$ cat config.mk
export PLATFORM = sky130hd
export DESIGN_NAME = ring_anim_sequencer
export DESIGN_NICKNAME = d
export VERILOG_FILES = /design/src/rtl/ring_anim_sequencer.sv
export SDC_FILE = /design/constraint.sdc
export NUM_CORES = 1
export LEC_CHECK = 0
export CORE_MARGIN = 3
export CORE_UTILIZATION = 54
export DETAILED_ROUTE_END_ITERATION = 8
export GPL_TIMING_DRIVEN = 0
export PLACE_DENSITY = 0.84
export SETUP_SLACK_MARGIN = 0.05
export SLEW_MARGIN = 20
export SYNTH_ARGS = -nofsm -noshare
export SYNTH_HDL_FRONTEND = slang
export SYNTH_SLANG_ARGS = --single-unit
$ cat constraint.sdc
create_clock -name clk -period 3.5 [get_ports clk]
set_input_delay 0.7 -clock clk [delete_from_list [all_inputs] [get_ports clk]]
set_output_delay 0.7 -clock clk [all_outputs]
set_load 0.02 [all_outputs]
$ cat src/rtl/ring_anim_sequencer.sv
// ring_anim_sequencer
// -------------------
// Per-frame animation controller for the concentric-rings pixel datapath.
// It finds the start of each frame from the sync generator position and
// brings the user controls into the clock domain. A run/pause/turn state
// machine then produces a ring phase offset and an effective direction. Both
// are updated only on the frame tick, so they stay stable for a whole frame.
//
// Ports:
//   clk          pixel clock
//   reset        asynchronous, active-high reset
//   hpos, vpos   current pixel / line position from the sync generator
//   speed_in     0 = slow (STEP), 1 = fast (2*STEP); asynchronous
//   dir_in       0 = outward, 1 = inward; asynchronous
//   pause_in     1 = freeze animation; asynchronous
//   auto_in      1 = auto ping-pong (periodic reversal); asynchronous
//   anim_offset  ring phase offset (8-bit, wraps modulo 256)
//   dir_out      effective direction = dir ^ (auto & flip)
//   frame_tick   one-cycle pulse at frame start
//   state        00 RUN, 01 PAUSED, 10 TURN
//
// Optional build macro: RING_ANIM_EASE_EN. When it is defined, the step is
// forced to 1 during the last four RUN frames before an auto turn, so the
// rings slow down before each reversal.

module ring_anim_sequencer #(
  parameter int PERIOD_FRAMES = 120,  // RUN frames before an auto turn (>= 5)
  parameter int TURN_FRAMES   = 8,    // frames held in TURN before the flip (>= 1)
  parameter int STEP          = 1     // base phase increment per frame
) (
  input  logic       clk,
  input  logic       reset,
  input  logic [9:0] hpos,
  input  logic [9:0] vpos,
  input  logic       speed_in,
  input  logic       dir_in,
  input  logic       pause_in,
  input  logic       auto_in,
  output logic [7:0] anim_offset,
  output logic       dir_out,
  output logic       frame_tick,
  output logic [1:0] state
);

  typedef enum logic [1:0] {
    ST_RUN    = 2'b00,
    ST_PAUSED = 2'b01,
    ST_TURN   = 2'b10,
    ST_BAD    = 2'b11
  } state_t;

  // The counter is shared by RUN (period count) and TURN (hold count).
  localparam int CNT_MAX = (PERIOD_FRAMES > TURN_FRAMES) ? PERIOD_FRAMES : TURN_FRAMES;
  localparam int CNT_W   = $clog2(CNT_MAX) + 1;
  localparam logic [CNT_W-1:0] PERIOD_LAST = CNT_W'(PERIOD_FRAMES - 1);
  localparam logic [CNT_W-1:0] TURN_LAST   = CNT_W'(TURN_FRAMES - 1);
  localparam logic [7:0] STEP_SLOW = 8'(STEP);
  localparam logic [7:0] STEP_FAST = 8'(2 * STEP);
`ifdef RING_ANIM_EASE_EN
  localparam logic [CNT_W-1:0] EASE_FROM = CNT_W'(PERIOD_FRAMES - 4);
`endif

  // Control synchronisers: bit order {auto, pause, dir, speed}.
  logic [3:0] ctrl_async;
  logic [3:0] sync1_reg;
  logic [3:0] sync2_reg;
  logic       speed_s, dir_s, pause_s, auto_s;

  assign ctrl_async = {auto_in, pause_in, dir_in, speed_in};
  assign speed_s    = sync2_reg[0];
  assign dir_s      = sync2_reg[1];
  assign pause_s    = sync2_reg[2];
  assign auto_s     = sync2_reg[3];

  always_ff @(posedge clk or posedge reset) begin
    if (reset) begin
      sync1_reg <= '0;
      sync2_reg <= '0;
    end else begin
      sync1_reg <= ctrl_async;
      sync2_reg <= sync1_reg;
    end
  end

  // Frame start detection. The edge detect keeps a stalled generator that
  // sits at (0,0) from producing more than one tick.
  logic sof;
  logic sof_prev_reg;
  logic tick;

  assign sof  = (hpos == 10'd0) && (vpos == 10'd0);
  assign tick = sof && !sof_prev_reg;

  // Animation state.
  state_t           state_reg, state_next;
  logic [7:0]       offset_reg, offset_next;
  logic             flip_reg, flip_next;
  logic [CNT_W-1:0] cnt_reg, cnt_next;
  logic             ret_turn_reg, ret_turn_next;  // PAUSED was entered from TURN
  logic             dir_out_reg, dir_out_next;
  logic             frame_tick_reg;
  logic [7:0]       step;
  logic             eff_dir;

  always_comb begin
    state_next    = state_reg;
    offset_next   = offset_reg;
    flip_next     = flip_reg;
    cnt_next      = cnt_reg;
    ret_turn_next = ret_turn_reg;

    step = speed_s ? STEP_FAST : STEP_SLOW;
`ifdef RING_ANIM_EASE_EN
    if ((state_reg == ST_RUN) && auto_s && (cnt_reg >= EASE_FROM)) begin
      step = 8'd1;
    end
`endif
    // Direction used for this frame's offset move, before any flip change.
    eff_dir = dir_s ^ (auto_s & flip_reg);

    case (state_reg)
      ST_RUN: begin
        if (pause_s) begin
          // Entering PAUSED skips the offset move; the period count is
          // only meaningful while auto is on.
          state_next    = ST_PAUSED;
          ret_turn_next = 1'b0;
          if (!auto_s) begin
            cnt_next = '0;
          end
        end else begin
          offset_next = eff_dir ? (offset_reg - step) : (offset_reg + step);
          if (auto_s && (cnt_reg == PERIOD_LAST)) begin
            state_next = ST_TURN;
            cnt_next   = '0;
          end else if (auto_s) begin
            cnt_next = cnt_reg + CNT_W'(1);
          end else begin
            cnt_next = '0;
          end
        end
      end

      ST_PAUSED: begin
        if (!pause_s) begin
          state_next = ret_turn_reg ? ST_TURN : ST_RUN;
        end
      end

      ST_TURN: begin
        // Pause beats turn completion, and the hold count survives the pause.
        if (pause_s) begin
          state_next    = ST_PAUSED;
          ret_turn_next = 1'b1;
        end else if (!auto_s) begin
          state_next = ST_RUN;
          cnt_next   = '0;
        end else if (cnt_reg == TURN_LAST) begin
          flip_next  = ~flip_reg;
          cnt_next   = '0;
          state_next = ST_RUN;
        end else begin
          cnt_next = cnt_reg + CNT_W'(1);
        end
      end

      default: begin
        state_next = ST_RUN;
      end
    endcase

    // The new flip shows up on dir_out on the same tick that it toggles.
    dir_out_next = dir_s ^ (auto_s & flip_next);
  end

  always_ff @(posedge clk or posedge reset) begin
    if (reset) begin
      sof_prev_reg   <= 1'b0;
      frame_tick_reg <= 1'b0;
      state_reg      <= ST_RUN;
      offset_reg     <= 8'd0;
      flip_reg       <= 1'b0;
      cnt_reg        <= '0;
      ret_turn_reg   <= 1'b0;
      dir_out_reg    <= 1'b0;
    end else begin
      sof_prev_reg   <= sof;
      frame_tick_reg <= tick;
      if (tick) begin
        state_reg    <= state_next;
        offset_reg   <= offset_next;
        flip_reg     <= flip_next;
        cnt_reg      <= cnt_next;
        ret_turn_reg <= ret_turn_next;
        dir_out_reg  <= dir_out_next;
      end
    end
  end

  assign anim_offset = offset_reg;
  assign dir_out     = dir_out_reg;
  assign frame_tick  = frame_tick_reg;
  assign state       = state_reg;

endmodule

==> impl_metrics.yaml, run 1 <==
# synthesis and place-and-route metrics
floorplanning:
  fp.dieArea_um2: 4020
  io_pins: 38
  die_y_um: 63.40
  fp_util_pct: 57.34
  core_um2: 3103
  die_x_um: 63.40
  rows: 20
timing:
  fmaxAchievable_ghz: 0.3914
  maxSlewViolCount: 0
  worstMarginPinSlew_ns: 0.6347
  skew_ns: 0.01850
  max_slew_margin_pct: 57.62
  fin_crit_ns: 2.555
  finalClockPeriodUsage_pct: 72.99
  setup_violations: 0
  grt_setup_unrepaired: "false"
  hold_violations: 0
  finalSetupTns_ns: 0
  timing.hold.ws_ns: 0.3540
worst_setup_path:
  r2r-start: "sync2_reg[3]"
  crit_type: "flip-flop to flip-flop"
  setup.worst_path.end_class: "flip-flop"
  rrSetupSlack_ns: 0.95
  slowest_stage: "or4b_2"
  critical_path.max_fanout: 6
  crit_required_ns: 3.78
  path_buffers: 1
  slowest_delay_ns: 0.64
  worstPathArrival_ns: 2.83
  reg2reg_depth: 9
  path_delay_family: "simple AND/OR/NAND/NOR gates"
  crit_path_start_kind: "flip-flop"
  timing.rr.end: "anim_offset[6]"
  path_cells: "nand2_1 -> xor2_1 -> inv_1 -> ha_1 -> a21o_1 -> a21oi_1 -> or4b_2 -> o2111ai_1 -> mux2_2"
synth:
  synth_cells: 177
  numSynthFlops: 31
  postSynthAreaPerCell_um2: 10.05
  fp_nets: 212
  ys_async_sr_fraction_pct: 100.0
  postSynthSeqShare_pct: 43.60
  ys_cells: 177
  ff_type: "dfrtp_1"
  netlist_area_um2: 1779
  ys_warn_count: 0
  synth_cell_types: 43
  yosys.stat.chipArea_um2: 1779
  edf_count: 0
cts:
  cts.sinks: 31
  ctsResizeCount: 0
  cts_tree: "built"
  root_buffer: "clkbuf_4"
  hold_buffers: 0
  clock_latency_ns: 0.34
  clockBufferDepth: 2
  htreeDepth: 2
  numCtsBuffers: 5
  post_cts_buffers: 0
  path_clk_slew_ns: 0.09
drt:
  num_vias: 1529
  met1_length_um: 1778
  routed.top_layer: "met4"
  ant_nets: 0
  drt_iter0_markers: 85
  routed-wl-met3_um: 274
  dr.pass1.iters: 4
  dr_wl_met2_um: 1951
  drc: 0
  routed_wl_um: 4061
  vias_per_cell: 5.748
hold_path:
  hold_start: "sync1_reg[3]"
  min_path_cells: 0
  worstHoldEndpoint: "sync2_reg[3]"
  hold_class: "flip-flop to flip-flop"
cells_and_area:
  fin_cells: 266
  nFillCells: 251
  antenna_cells: 0
  mostFrequentLayoutCells: "37 x clkdlybuf4s50_1, 31 x dfrtp_1, 12 x inv_1, 12 x o21ai_0, 11 x nor2_1"
  lay_top_count: "clkdlybuf4s50_1"
  nNetsFinal: 256
  synthToLayoutAreaGrowth_pct: 27.78
  drive_gt1_share_pct: 12.16
outcome:
  status: "finished, final reports clean"
grt:
  grt_max_degree: 32
  grt_overflow: 0
  antenna_found_initial: 0
  first_global_vias: 1527
  track_usage_pct: 22.44
  grt_pass1_wl_um: 7038
power:
  p_leak_nw: 0.9754
  power_density_nw_per_um2: 295.2
  irDropWorstVdd_mv: 0.2755
job:
  maxCapViolCount: 0
  warnings: 26
placement:
  dpl.hpwl_um: 3046
  gp_congestion: 0.8843
  io_buffers: 37
  dp_cells: 258
[run 1: report_power, final]
part | switching, W | leakage [nW] | internal (W)
Combinational | 0.0000310 | 0.533 | 0.0000374
Clock | 0.000119 | 0.0386 | 0.000118
Sequential | 0.00000337 | 0.404 | 0.000363
Total | 0.000153 | 0.975 | 0.000518
[run 1: metrics by stage]
stage	worst slack (ns)	total power, W	util, %	area (µm²)
after floorplan	1.218	0.0004016	-	1779
after global placement	0.8692	0.0004368	71.05	2205
after detailed placement	0.8009	0.0004409	71.05	2205
after CTS	0.9737	0.0006785	73.27	2273
after global routing	0.7863	0.0007020	73.27	2273
final	0.9454	0.0006711	73.27	2273
[run 1: layer usage]
| layer | track usage [%] | up-vias |
|---|---|---|
| met5 | 0 | - |
| met1 | 27.69 | 731 |
| li1 | - | 740 |
| met3 | 6.239 | 5 |
| met2 | 37.03 | 53 |
| met4 | 8.895 | 0 |
[run 1: worst reg2reg max path: stages, from the launching register on]
cell       delay (ns)
dfrtp_1          0.42
nand2_1          0.11
xor2_1           0.25
inv_1            0.18
ha_1             0.38
a21o_1           0.14
a21oi_1          0.10
or4b_2           0.64
o2111ai_1        0.12
mux2_2           0.17
[run 1: layout make-up]
cell class                 count  area [µm²]  area share, %
buffer                         3       11.26         0.4953
clock buffer                   8       68.82          3.027
inverter                      13       48.80          2.146
multi-input combinational    130       943.4          41.50
sequential                    31       775.7          34.12
tap                           44       55.05          2.422
timing repair buffer          37       370.4          16.29
[run 1: worst max path at each step]
stage / from / to / slack, ns / cells after the start
after floorplan: sync2_reg[3] / anim_offset[6] / 1.22 / 9
after global placement: hpos[9] / state[1] / 0.87 / 6
after detailed placement: vpos[4] / state[1] / 0.80 / 6
after CTS: sync2_reg[3] / anim_offset[6] / 0.97 / 9
after global routing: sync2_reg[3] / anim_offset[6] / 0.79 / 9
final: sync2_reg[3] / anim_offset[6] / 0.95 / 9
[run 1: synth_stat cells (2+ instances only)]
| master | number | area share (%) |
|---|---|---|
| dfrtp_1 | 31 | 44 |
| inv_1 | 13 | 2.7 |
| o21ai_0 | 12 | 3.4 |
| nor2_1 | 11 | 2.3 |
| nand2_1 | 9 | 1.9 |
| a21oi_1 | 8 | 2.3 |
| ha_1 | 8 | 5.6 |
| nand4_1 | 8 | 2.8 |
| nor3_1 | 7 | 2.0 |
| and3_1 | 6 | 2.1 |
| nand3_1 | 6 | 1.7 |
| xnor2_1 | 6 | 3.0 |
| mux2_2 | 5 | 3.2 |
| nor4_2 | 5 | 3.5 |
| a211oi_1 | 4 | 1.7 |
| clkbuf_1 | 3 | 0.63 |
| a21o_1 | 2 | 0.84 |
| a31oi_1 | 2 | 0.70 |
| and2_1 | 2 | 0.70 |
| mux2i_1 | 2 | 1.1 |
| nand3b_1 | 2 | 0.84 |
| o2111ai_1 | 2 | 0.98 |
| o21a_1 | 2 | 0.84 |
| xor2_1 | 2 | 0.98 |
[run 1: cell families after synthesis]
| logic type | synth area share, % |
|---|---|
| AND/OR/NAND/NOR | 23.00 |
| AND-OR/OR-AND | 13.57 |
| flip-flops | 43.60 |
| adder cells (fa/ha/maj) | 6.751 |
| multiplexers | 5.766 |
| XOR/XNOR | 3.938 |
| buffers and inverters | 3.376 |
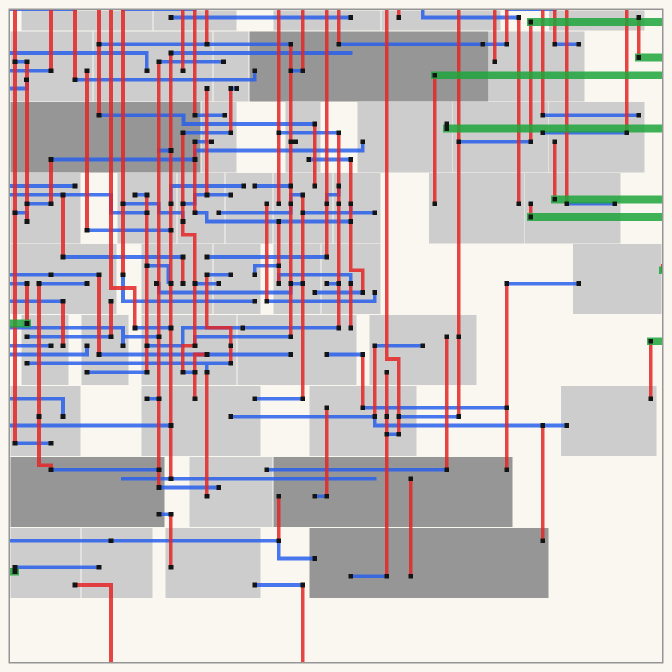
run_1/detail.png
Window x 35 to 60, y 3 to 28 µm. Cells in grey, sequential cells in the stronger grey; small squares are vias.
- metal 2: red
- metal 1: blue
- metal 3: green
- netlist names of flops here include: anim_offset (5)
- cells with their middle in the window: 41
- sequential cells in the window: 5
- most frequent: clkdlybuf4s50_1 (10), dfrtp_1 (5), ha_1 (4)

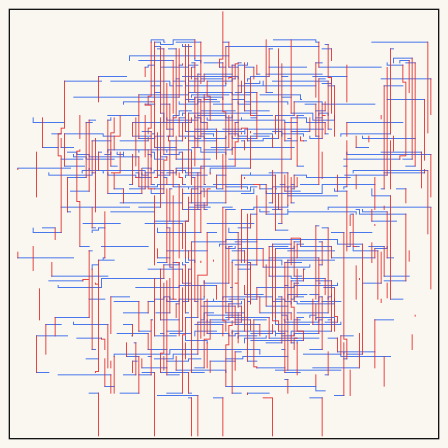
run_1/wires.png
Only two layers are drawn.
- metal 2: red (wire length 1950 µm)
- metal 1: blue (wire length 1780 µm)

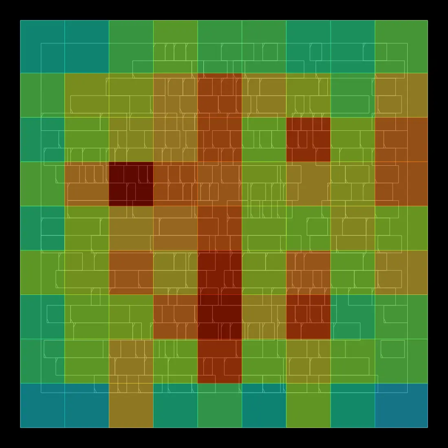
run_1/congestion.png
GRT Max-Usage Layer: met2
routed len/inst: 15.27 µm
met3 GRT Util: 6.239%
M2 GR Usage: 37.03%

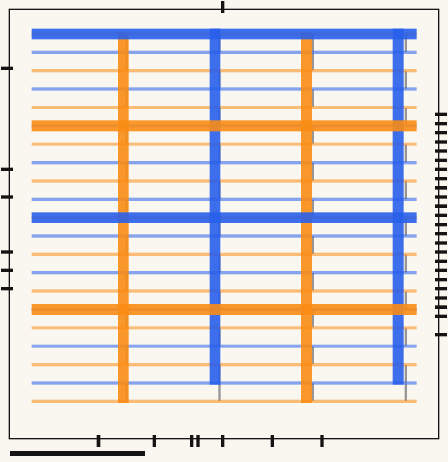
run_1/power_grid.png
Scale bar: 20 µm. Pins as bars on the die edge. Tap cells in grey.
- VSS: orange
- VDD: blue
- tap cells: 44
- signal pins: 38

run_1/flops_by_reg.png
Other sequential cells in the stronger grey, the rest of the logic in the fainter grey.
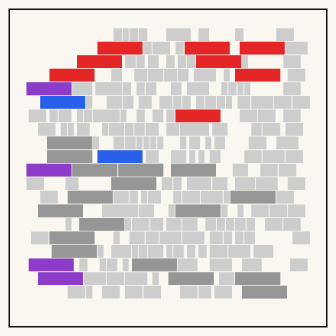

==> run 1 -> run 2 <==
CORE_UTILIZATION = 46   (was 54)
PLACE_DENSITY = 0.76   (was 0.84)
clock period = 2.35 ns   (was 3.5 ns; I/O delays follow)
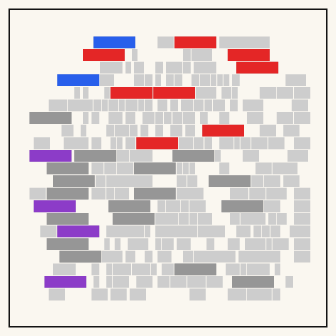
run_2/flops_by_reg.png
Other sequential cells in the stronger grey, the rest of the logic in the fainter grey.
- sync1_reg: purple (sequential cells 4)
- state: blue (sequential cells 2)
- cnt_reg: red (sequential cells 8)
- not coloured: 17

==> run 2 against run 1 <==
Die size is 16% higher. Core utilization shrank 3.7 points. Combinational power increased by 65%. Sequential share of layout area decreased by 2.4 points. Routed wire length grew 3.2%. Largest power group unchanged. First-iteration DRC count grew 4.7%. Hold slack got worse by 0.0046 ns. Critical endpoint unchanged. Setup slack got worse by 0.85 ns. Critical path type unchanged. Register-to-register slack got worse by 0.85 ns. Count of clock-buffer cells in the layout down 3.
==> impl_metrics.yaml, run 2 <==
# synthesis and place-and-route metrics
synth:
  top_area_share_pct: 43.60
  synth.area.top_cells: "dfrtp_1 44%, ha_1 5.6%, nor4_2 3.5%, o21ai_0 3.4%, mux2_2 3.2%"
  most_common_cell: "dfrtp_1"
  postSynthAreaPerCell_um2: 10.05
  ys_async_sr_fraction_pct: 100.0
  ys_cells: 177
  common_cells: "31 x dfrtp_1, 13 x inv_1, 12 x o21ai_0"
  synth_cells: 177
  fp_nets: 212
  numSynthFlops: 31
  yosys.stat.chipArea_um2: 1779
  edf_count: 0
  netlist_area_um2: 1779
  postSynthSeqShare_pct: 43.60
  yosysTopAreaCell: "dfrtp_1"
  ys_warn_count: 0
  ff_type: "dfrtp_1"
  synth_cell_types: 43
floorplanning:
  die_y_um: 68.19
  die_x_um: 68.19
  fp.dieArea_um2: 4650
  io_pins: 38
  rows: 21
  core_um2: 3521
  fp_util_pct: 50.53
worst_setup_path:
  path_buffers: 0
  worstPathArrival_ns: 2.43
  path_depth: 9
  critical_path.max_fanout: 3
  crit_required_ns: 2.53
  path_cells: "nand2_2 -> xor2_4 -> nor2_4 -> fa_2 -> a21o_1 -> a21oi_4 -> or4b_4 -> o2111ai_2 -> mux2_4"
  setup.worst_path.end_class: "flip-flop"
  slowest_delay_ns: 0.41
  crit_type: "flip-flop to flip-flop"
  slowest_stage: "dfrtp_1"
  path_delay_family: "AND-OR/OR-AND gates"
  reg2reg_depth: 9
  crit_path_start_kind: "flip-flop"
timing:
  fmaxAchievable_ghz: 0.4434
  max_slew_margin_pct: 57.50
  fin_crit_ns: 2.255
  worst_slack_ns: 0.09493
  setup_violations: 0
  grt_setup_unrepaired: "false"
  finalSetupTns_ns: 0
  finalClockPeriodUsage_pct: 95.96
  hold_violations: 0
  maxSlewViolCount: 0
  worstMarginPinSlew_ns: 0.6366
  skew_ns: 0.007566
drt:
  drt_iter0_markers: 89
  num_vias: 1583
  ant_nets: 0
  dr.pass1.iters: 6
  drc: 0
  wl_per_cell_um: 15.40
  routed_wl_um: 4190
  vias_per_cell: 5.820
power:
  power.total_w: 0.001183
  sw_frac_of_total_pct: 22.31
  clkPwrFrac_pct: 44.2
  power_density_nw_per_um2: 483.0
  p_seq_share_pct: 46.2
  p_leak_nw: 1.019
  combPwrFrac_pct: 9.6
  irDropWorstVdd_mv: 0.3933
  power.switching_w: 0.0002638
  intPower_w: 0.0009188
outcome:
  status: "finished, final reports clean"
grt:
  grt_overflow: 0
  grt_max_degree: 32
  antenna_found_initial: 0
  track_usage_pct: 19.23
  grt_pass1_wl_um: 6575
  first_global_vias: 1500
cts:
  clockBufferDepth: 2
  htreeDepth: 2
  cts.sinks: 31
  clock_latency_ns: 0.29
  root_buffer: "clkbuf_8"
  hold_buffers: 0
  path_clk_slew_ns: 0.07
  numCtsBuffers: 5
  cts_tree: "built"
placement:
  gp_congestion: 0.9253
  dp_cells: 260
  pre_cts_slack_ns: -0.2011
  io_buffers: 37
  dpl.hpwl_um: 3007
hold_path:
  hold_class: "flip-flop to flip-flop"
  min_path_cells: 0
job:
  maxCapViolCount: 0
  warnings: 26
cells_and_area:
  drive_gt1_share_pct: 19.03
  nFillCells: 267
  mostFrequentLayoutCells: "37 x clkdlybuf4s50_1, 31 x dfrtp_1, 12 x o21ai_0"
  ff_latch_area_um2: 775.7
  antenna_cells: 0
  fin_cells: 272
  final_util_pct: 69.55
  comb_area_um2: 1040
  synthToLayoutAreaGrowth_pct: 37.62
  nNetsFinal: 260
  lay_top_count: "clkdlybuf4s50_1"
run 2: per-layer routing:
layer / GRT usage, % / vias to the layer above / share of wire [%]
met5: 0 / - / 0
met4: 8.685 / 0 / 1.5
met3: 5.255 / 6 / 7.7
met2: 31.65 / 65 / 48
met1: 23.40 / 766 / 43
li1: - / 746 / -
run 2: through the flow:
step | hold WS, ns | cell area [µm²]
final | 0.3494 | 2449
after floorplan | 0.3312 | 1779
after global routing | 0.3710 | 2449
after detailed placement | 0.3355 | 2207
after global placement | 0.3328 | 2207
after CTS | 0.3503 | 2366
run 2: cell families after synthesis:
family / after synthesis / share of synthesized area, %
buf+inv: 16 / 3.376
mux: 9 / 5.766
compound gates: 38 / 13.57
xor+xnor: 8 / 3.938
fa+ha+maj: 9 / 6.751
simple gates: 66 / 23.00
flops: 31 / 43.60
run 2: final cells by class:
class	instances	share of cell area [%]
plain buffers	3	0.4599
clock buffers	5	2.810
clock inverters	3	1.788
inverters	13	2.095
multi-input cells	130	42.46
flip-flops and latches	31	31.68
well taps	46	2.351
repair buffers	41	16.35
run 2: timing repair:
item / CTS / global route
pin swaps: 2 / 5
setup buffers: 2 / 2
resized: 7 / 12
setup endpoints to repair: 3 / 3
run 2: worst paths after layout:
path,startpoint,end,slack [ns]
min in group asynchronous,reset,dir_out,0.59
worst max register to register,flip_reg,anim_offset[6],0.09
max in group asynchronous,reset,state[0],1.34
worst max-delay path,flip_reg,anim_offset[6],0.09
worst min register to register,sync1_reg[2],sync2_reg[2],0.35
worst min-delay path,sync1_reg[2],sync2_reg[2],0.35
run 2: power groups by stage:
stage,logic [W],registers [W],clock network (W)
global route,0.000124,0.000547,0.000557
detailed placement,0.000101,0.000555,0
global placement,0.0000961,0.000555,0
floorplan,0.0000441,0.000554,0
CTS,0.000106,0.000545,0.000532
finish,0.000113,0.000546,0.000523
run_2/power_grid.png
Scale bar: 20 µm. Pins as bars on the die edge. Tap cells in grey.
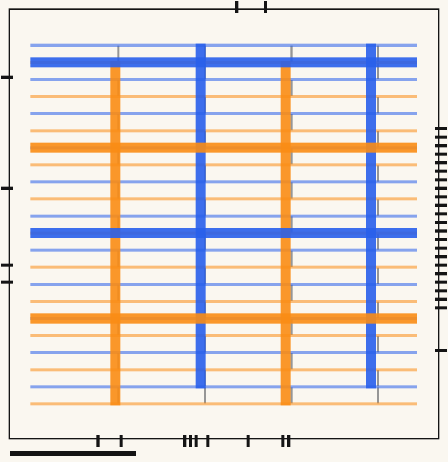

==> run 2 -> run 3 <==
CORE_MARGIN = default   (was 3)
SKIP_LAST_GASP = 1   (was default)
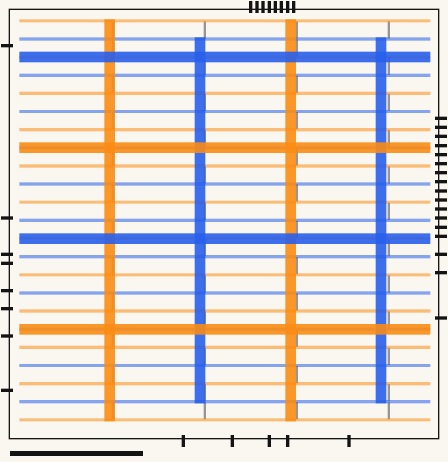
run_3/power_grid.png
Scale bar: 20 µm. Pins as bars on the die edge. Tap cells in grey.
- VSS: orange
- VDD: blue
- signal pins: 38
- met5 straps: 4
- rows: 22

==> run 3 against run 2 <==
Sequential share of layout area is 0.56 points higher. Routed wire length decreased by 14%. Area after synthesis unchanged. Clock skew decreased by 0.0016 ns. Non-clock buffer count increased by 2. Final cell count grew 1.5%. Hold slack barely moved. Clock power shrank 17%. Largest power group unchanged.
==> impl_metrics.yaml, run 3 <==
# synthesis and place-and-route metrics
outcome:
  status: "finished, final reports clean"
cells_and_area:
  nNetsFinal: 262
  nFillCells: 318
  antenna_cells: 0
  mostFrequentLayoutCells: "37 x clkdlybuf4s50_1, 31 x dfrtp_1, 12 x o21ai_0"
  synthToLayoutAreaGrowth_pct: 35.23
  drive_gt1_share_pct: 18.42
  lay_top_count: "clkdlybuf4s50_1"
  fin_cells: 276
job:
  warnings: 26
  maxCapViolCount: 0
synth:
  top_area_share_pct: 43.60
  common_cells: "31 x dfrtp_1, 13 x inv_1, 12 x o21ai_0"
  ys_async_sr_fraction_pct: 100.0
  yosys.stat.chipArea_um2: 1779
  most_common_cell: "dfrtp_1"
  yosysTopAreaCell: "dfrtp_1"
  ff_type: "dfrtp_1"
  numSynthFlops: 31
  synth.area.top_cells: "dfrtp_1 44%, ha_1 5.6%, nor4_2 3.5%, o21ai_0 3.4%, mux2_2 3.2%"
  netlist_area_um2: 1779
  postSynthSeqShare_pct: 43.60
  ys_warn_count: 0
  synth_cells: 177
  fp_nets: 212
  postSynthAreaPerCell_um2: 10.05
  ys_cells: 177
  edf_count: 0
  synth_cell_types: 43
cts:
  root_buffer: "clkbuf_8"
  htreeDepth: 2
  hold_buffers: 0
  cts.sinks: 31
  numCtsBuffers: 5
  clock_latency_ns: 0.29
  clockBufferDepth: 2
  cts_tree: "built"
  path_clk_slew_ns: 0.07
timing:
  finalClockPeriodUsage_pct: 93.38
  hold_violations: 0
  grt_setup_unrepaired: "false"
  fmaxAchievable_ghz: 0.4557
  setup_violations: 0
  worstMarginPinSlew_ns: 0.6254
  skew_ns: 0.005958
  max_slew_margin_pct: 58.25
  worst_slack_ns: 0.1555
  fin_crit_ns: 2.194
  maxSlewViolCount: 0
placement:
  dpl.hpwl_um: 2522
  gp_congestion: 0.8541
  pre_cts_slack_ns: -0.1640
  dp_cells: 262
  io_buffers: 37
worst_setup_path:
  crit_type: "flip-flop to flip-flop"
  crit_required_ns: 2.53
  setup.worst_path.end_class: "flip-flop"
  r2r-start: "flip_reg"
  worstPathArrival_ns: 2.38
  reg2reg_depth: 9
  crit_path_start_kind: "flip-flop"
  critical_path.max_fanout: 3
  timing.rr.end: "anim_offset[6]"
  rrSetupSlack_ns: 0.16
hold_path:
  hold_start: "sync1_reg[3]"
  min_path_cells: 0
  worstHoldEndpoint: "sync2_reg[3]"
  hold_class: "flip-flop to flip-flop"
floorplanning:
  core_um2: 3689
  io_pins: 38
  die_x_um: 64.19
  fp_util_pct: 48.24
  fp.dieArea_um2: 4120
  rows: 22
  die_y_um: 64.19
drt:
  drt_iter0_markers: 75
  num_vias: 1496
  vias_per_cell: 5.420
  dr.pass1.iters: 4
  wl_per_cell_um: 13.13
  ant_nets: 0
  routed_wl_um: 3623
  drc: 0
power:
  p_leak_nw: 1.012
  irDropWorstVdd_mv: 0.3301
  power_density_nw_per_um2: 452.5
grt:
  grt_overflow: 0
  antenna_found_initial: 0
  first_global_vias: 1430
  grt_pass1_wl_um: 6106
  track_usage_pct: 19.51
  grt_max_degree: 32
-- run 3: cell counts after synthesis --
No cell type changed its count.
-- run 3: report_power, final --
group          switching, W  internal [W]
sequential       0.00000581      0.000540
combinational     0.0000457     0.0000613
clock              0.000224      0.000211
total              0.000276      0.000813
-- run 3: logic make-up after synthesis --
logic type	after synthesis	share of synthesized area (%)
flip-flops	31	43.60
adder cells (fa/ha/maj)	9	6.751
AND/OR/NAND/NOR	66	23.00
AND-OR/OR-AND	38	13.57
multiplexers	9	5.766
buffers and inverters	16	3.376
XOR/XNOR	8	3.938
-- run 3: what timing repair did --
action	CTS	global route
endpoints found under the setup margin	2	3
endpoints found under the hold margin	0	0
cloned	0	0
gates resized	6	6
buffers inserted	2	4
pin swaps	1	5
-- run 3: layout make-up --
| type | count | area (µm²) | share of cell area [%] |
|---|---|---|---|
| Clock inverter | 3 | 23.77 | 0.9880 |
| Timing Repair Buffer | 43 | 415.4 | 17.26 |
| Clock buffer | 5 | 68.82 | 2.860 |
| Tap cell | 48 | 60.06 | 2.496 |
| Sequential cell | 31 | 775.7 | 32.24 |
| Inverter | 13 | 51.30 | 2.132 |
| Buffer | 3 | 11.26 | 0.4680 |
| Multi-Input combinational cell | 130 | 999.7 | 41.55 |
-- run 3: per-stage QoR --
step	TNS (ns)	total power, W	utilization (%)	hold slack (ns)	instance area, µm²
floorplan	0	0.0005981	-	0.3312	1779
global placement	-0.3338	0.0006521	59.90	0.3326	2210
detailed placement	-0.4758	0.0006538	59.90	0.3347	2210
CTS	0	0.001089	63.60	0.3510	2346
global route	0	0.001132	65.23	0.3598	2406
finish	0	0.001089	65.23	0.3496	2406
-- run 3: how the worst max path moves through the flow --
| stage | from | to | cells past startpoint |
|---|---|---|---|
| 4_1_cts | flip_reg | anim_offset[6] | 9 |
| 3_5_place_dp | sync2_reg[3] | anim_offset[6] | 9 |
| 6_report | flip_reg | anim_offset[6] | 9 |
| 2_1_floorplan | sync2_reg[3] | anim_offset[6] | 9 |
| 5_1_grt | flip_reg | anim_offset[7] | 9 |
| 3_3_place_gp | sync2_reg[3] | anim_offset[6] | 9 |
-- run 3: metal layers --
layer  GRT usage [%]  vias up  wire length, µm
met2           31.12       45             1692
met4           6.944        0               33
li1                -      748                -
met1           24.71      699             1672
met5               0        -                0
met3           6.429        4              224
-- run 3: worst max-delay path: stages, from the launching register on --
cell,delay (ns)
dfrtp_1,0.40
nand2_2,0.14
xor2_4,0.23
nor2_2,0.08
fa_2,0.37
a21o_1,0.18
a21oi_2,0.17
or4b_4,0.15
o2111ai_2,0.09
mux2_4,0.27
No activity file was given, so power comes from the tool's default toggle rates.
